==> src/rtl/bcd_pkg.sv <==
// Shared definitions for the binary-to-BCD display path.
// Holds the default widths, the saturation value shown for out-of-range
// results, the converter state type and a helper that returns the largest
// value a given number of BCD digits can represent.
package bcd_pkg;

  localparam int BIN_W_DEF  = 14;
  localparam int DIGITS_DEF = 4;
  localparam int MAX_VAL    = 9999;

  localparam logic [15:0] BCD_SAT = 16'h9999;

  typedef enum logic [1:0] {
    IDLE,
    SHIFT,
    DONE
  } state_t;

  // Largest value representable in 'digits' decimal digits (10^digits - 1).
  function automatic int unsigned max_val(input int digits);
    int unsigned r;
    r = 1;
    for (int i = 0; i < digits; i++) begin
      r = r * 10;
    end
    return r - 1;
  endfunction

endpackage

==> src/rtl/module_add3.sv <==
// Double-dabble nibble correction.
// Adds 3 to a BCD digit that is 5 or more, so that the following left shift
// carries correctly into the next decimal digit.
// Ports:
//   din  - scratch nibble before the shift
//   dout - corrected nibble (din + 3 when din >= 5, else din)
module module_add3 (
  input  logic [3:0] din,
  output logic [3:0] dout
);

  assign dout = (din >= 4'd5) ? (din + 4'd3) : din;

endmodule

==> src/rtl/module_bin_bcd.sv <==
// Sequential binary-to-packed-BCD converter (shift-add-3, one bit per clock).
// A start request in IDLE captures the binary value; BIN_W shift edges later
// a DONE edge publishes the result with a one-cycle listo pulse. Values above
// 10^DIGITS-1 publish all nines and raise error.
//
// Handshake: inicio is sampled only while idle (ocupado=0); the edge that
// sees inicio=1 in IDLE accepts the request and captures bin. Requests while
// ocupado=1 are dropped. listo is high for exactly one cycle, and in that
// cycle bcd/error hold the new result; they keep it until the next DONE.
//
// Ports:
//   clk     - system clock, rising edge
//   rst     - asynchronous active-low reset
//   inicio  - start request
//   bin     - unsigned binary value to convert
//   bcd     - packed BCD result, bcd[3:0] is the units digit
//   listo   - one-cycle result-valid pulse
//   ocupado - conversion in progress (SHIFT or DONE)
//   error   - last accepted value was out of range
module module_bin_bcd
  import bcd_pkg::*;
#(
  parameter int BIN_W  = BIN_W_DEF,
  parameter int DIGITS = DIGITS_DEF
) (
  input  logic                  clk,
  input  logic                  rst,
  input  logic                  inicio,
  input  logic [BIN_W-1:0]      bin,
  output logic [4*DIGITS-1:0]   bcd,
  output logic                  listo,
  output logic                  ocupado,
  output logic                  error
);

  localparam int          BW   = 4 * DIGITS;
  localparam int          CW   = $clog2(BIN_W + 1);
  localparam logic [31:0] MAXV = 32'(max_val(DIGITS));

  state_t          state;
  logic [BIN_W-1:0] shift_reg;
  logic [BW-1:0]    scratch;
  logic [BW-1:0]    adj;
  logic [CW-1:0]    cnt;
  logic             err_next;

  // Per-digit add-3 correction applied before every shift.
  for (genvar d = 0; d < DIGITS; d++) begin : g_add3
    module_add3 u_add3 (
      .din  (scratch[4*d +: 4]),
      .dout (adj[4*d +: 4])
    );
  end

  always_ff @(posedge clk or negedge rst) begin
    if (!rst) begin
      state     <= IDLE;
      shift_reg <= '0;
      scratch   <= '0;
      cnt       <= '0;
      err_next  <= 1'b0;
      bcd       <= '0;
      listo     <= 1'b0;
      ocupado   <= 1'b0;
      error     <= 1'b0;
    end else begin
      listo <= 1'b0;
      case (state)
        IDLE: begin
          if (inicio) begin
            shift_reg <= bin;
            scratch   <= '0;
            cnt       <= CW'(BIN_W);
            err_next  <= (32'(bin) > MAXV);
            ocupado   <= 1'b1;
            state     <= SHIFT;
          end
        end
        SHIFT: begin
          // The top scratch bit falls off here; any input large enough to
          // need it is already flagged by err_next and saturated.
          {scratch, shift_reg} <= {adj, shift_reg} << 1;
          cnt <= cnt - CW'(1);
          if (cnt == CW'(1)) begin
            state <= DONE;
          end
        end
        DONE: begin
          bcd     <= err_next ? {DIGITS{4'h9}} : scratch;
          error   <= err_next;
          listo   <= 1'b1;
          ocupado <= 1'b0;
          state   <= IDLE;
        end
        default: begin
          state <= IDLE;
        end
      endcase
    end
  end

endmodule
==> config.mk <==
export PLATFORM = sky130hd
export DESIGN_NAME = module_bin_bcd
export DESIGN_NICKNAME = d
export VERILOG_FILES = /design/src/rtl/bcd_pkg.sv /design/src/rtl/module_add3.sv /design/src/rtl/module_bin_bcd.sv
export SDC_FILE = /design/constraint.sdc
export NUM_CORES = 1
export LEC_CHECK = 0
export CAP_MARGIN = 15
export CORE_MARGIN = 2
export CORE_UTILIZATION = 55
export DETAILED_ROUTE_END_ITERATION = 10
export HOLD_SLACK_MARGIN = 0.02
export PLACE_DENSITY = 0.79
export SLEW_MARGIN = 10
export SYNTH_ARGS = -nofsm -noshare
export SYNTH_HDL_FRONTEND = slang
export SYNTH_SLANG_ARGS = --single-unit
==> constraint.sdc <==
create_clock -name clk -period 4.4 [get_ports clk]
set_input_delay 0.88 -clock clk [delete_from_list [all_inputs] [get_ports clk]]
set_output_delay 0.88 -clock clk [all_outputs]
set_load 0.005 [all_outputs]
Figure 1. Met2 routing.
Scale bar: 20 µm.
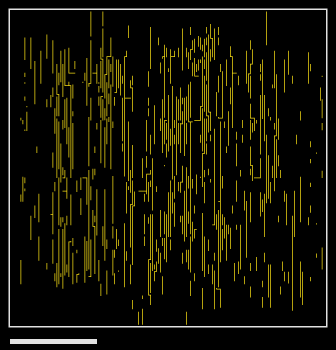
nets with wire on the layer = 263
longest straight run = 32.3 µm
wire length on this layer = 2250 µm
share of all routed wire = 46%
main direction = vertical
met2 GRT Util: 0.337
vias: 1948
post-detailed-routing wire length: 4850 µm

Figure 2. Where the registers sit.
Scale bar: 20 µm.
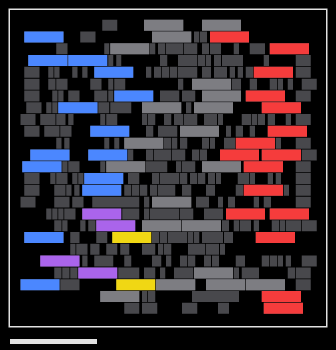
red -> `bcd`  # placed flops 16
purple -> `cnt`  # placed flops 4
blue -> `shift_reg`  # placed flops 14
yellow -> `state`  # placed flops 2
not colored = 20
sequential cell area share: 0.455
Final Util: 0.661
Storage cell area: 0.00140 mm²
sequential power: 0.886 mW

Figure 3. M3 wires.
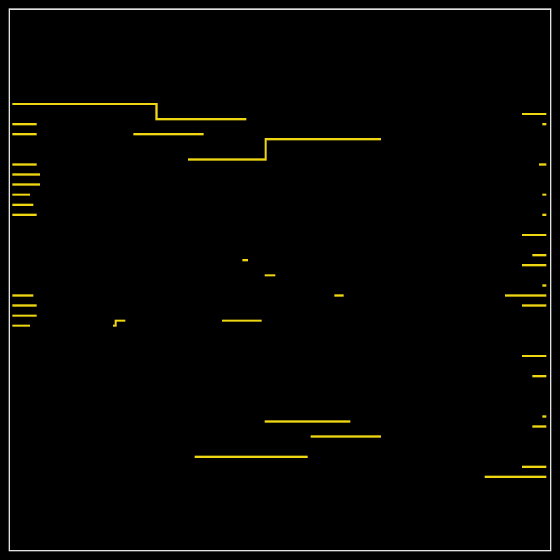
wire length on this layer = 188 µm
longest straight run = 19.3 µm
main direction = horizontal
share of all routed wire = 3.9%
met3 usage in global routing: 0.0470

==> reports/qor.csv <==
metric,value,unit
input/output buffers,35,
Leak,1.39,nW
Top cell area share,0.537,
drt first pass iters,4,
FILL cells,384,
synthesis-to-layout area growth,18.2,%
ys flops,56,
Final Skew,0.00602,ns
post-place setup slack,1.52,ns
CP peak stage delay,0.83,ns
WHS,0.479,ns
CP Class,in -> reg,
CLK BUF,5,
worst-skew pair later-pin latency,0.31,ns
pwr dens,668,mW/mm²
design area,0.00308,mm²
Log Warnings,31,
worst path cell trace,clkdlybuf4s50_1 > nor3b_4 > nor2_4 > o21ai_0 > nand2_1,
CTS resizes,0,
initial DRC count,125,
outcome,"complete, no violations",
Comb gates,185,
first-pass GRT wire length,8420,µm
max cap viols,0,
comb pwr,0.787,mW
Clock Sink Count,56,
vias in the first global route,1861,
Top cells excl fill/tap,"56 x nand2_1, 56 x dfrtp_1, 34 x clkdlybuf4s50_1",
Reg2Reg Capture Point,scratch[7],
Floorplan Nets,294,
hpwl dp,3390,µm
die width,72.9,µm
crit path DRT,4.60,ns
cells after synthesis,267,
Final ANT Viol Nets,0,
Synth cell types,30,
setup bufs post-CTS,0,
CTS clock-pin slew for the worst setup and hold paths,0.09,ns
Non-clock buffer share,0.114,
Main power group,registers,
vias per inst,5.57,
Yosys Instances,267,
count of library flops with an enable pin,0,
Finished Layout Cells,350,
flip-flops,56,
VDD IR-drop max,343,µV
post-synth top area cell,dfrtp_1,
reg-to-reg startpoint,state[1],
max frequency,0.393,GHz
GRT Residual Overflow,0,
Slew HR,0.343,
largest fanout on the critical path,24,
TAP cells,54,
initial antenna violation count,0,
htree depth,2,
Post-synth area hogs,"dfrtp_1 54%, nand2_1 8.1%, o21ai_0 6.1%",
TritonCTS clock tree,yes,
final setup slack of the worst path,1.85,ns
Clk pwr share,0.187,
setup TNS,0,ns
Final min period,2.55,ns
logic share of the area,0.352,
"Cell Area, Synth",0.00261,mm²
Synth top cells by count,"56 x dfrtp_1, 56 x nand2_1, 32 x o21ai_0",
Startpoint Class,primary input,
layout cells sized above 1,0.0574,
mean post-synth cell area,9.77,µm²
crit path to,scratch[7],
Final GP Congestion,0.764,
Synth warnings,0,
[cells by family after synthesis]
family / after synthesis / synth area share
AND-OR/OR-AND: 63 / 0.147
XOR/XNOR: 7 / 0.0235
adder cells (fa/ha/maj): 10 / 0.0480
buffers and inverters: 26 / 0.0470
flip-flops: 56 / 0.537
multiplexers: 5 / 0.0216
AND/OR/NAND/NOR: 100 / 0.176
[critical path, delay by kind of cell]
family,cells,cell delay [ns]
AOI/OAI and AO/OA,1,0.24
buffers and inverters,1,0.51
and+or+nand+nor,3,1.11
[routing by layer]
| metal | track usage | up-vias | routed length (µm) |
|---|---|---|---|
| met5 | 0 | - | 0 |
| met4 | 0.0638 | 0 | 59 |
| met3 | 0.0470 | 7 | 187 |
| met2 | 0.337 | 47 | 2250 |
| met1 | 0.269 | 929 | 2350 |
| li1 | - | 965 | - |
Power figures rest on the tool's default switching activity, not on a simulated workload.
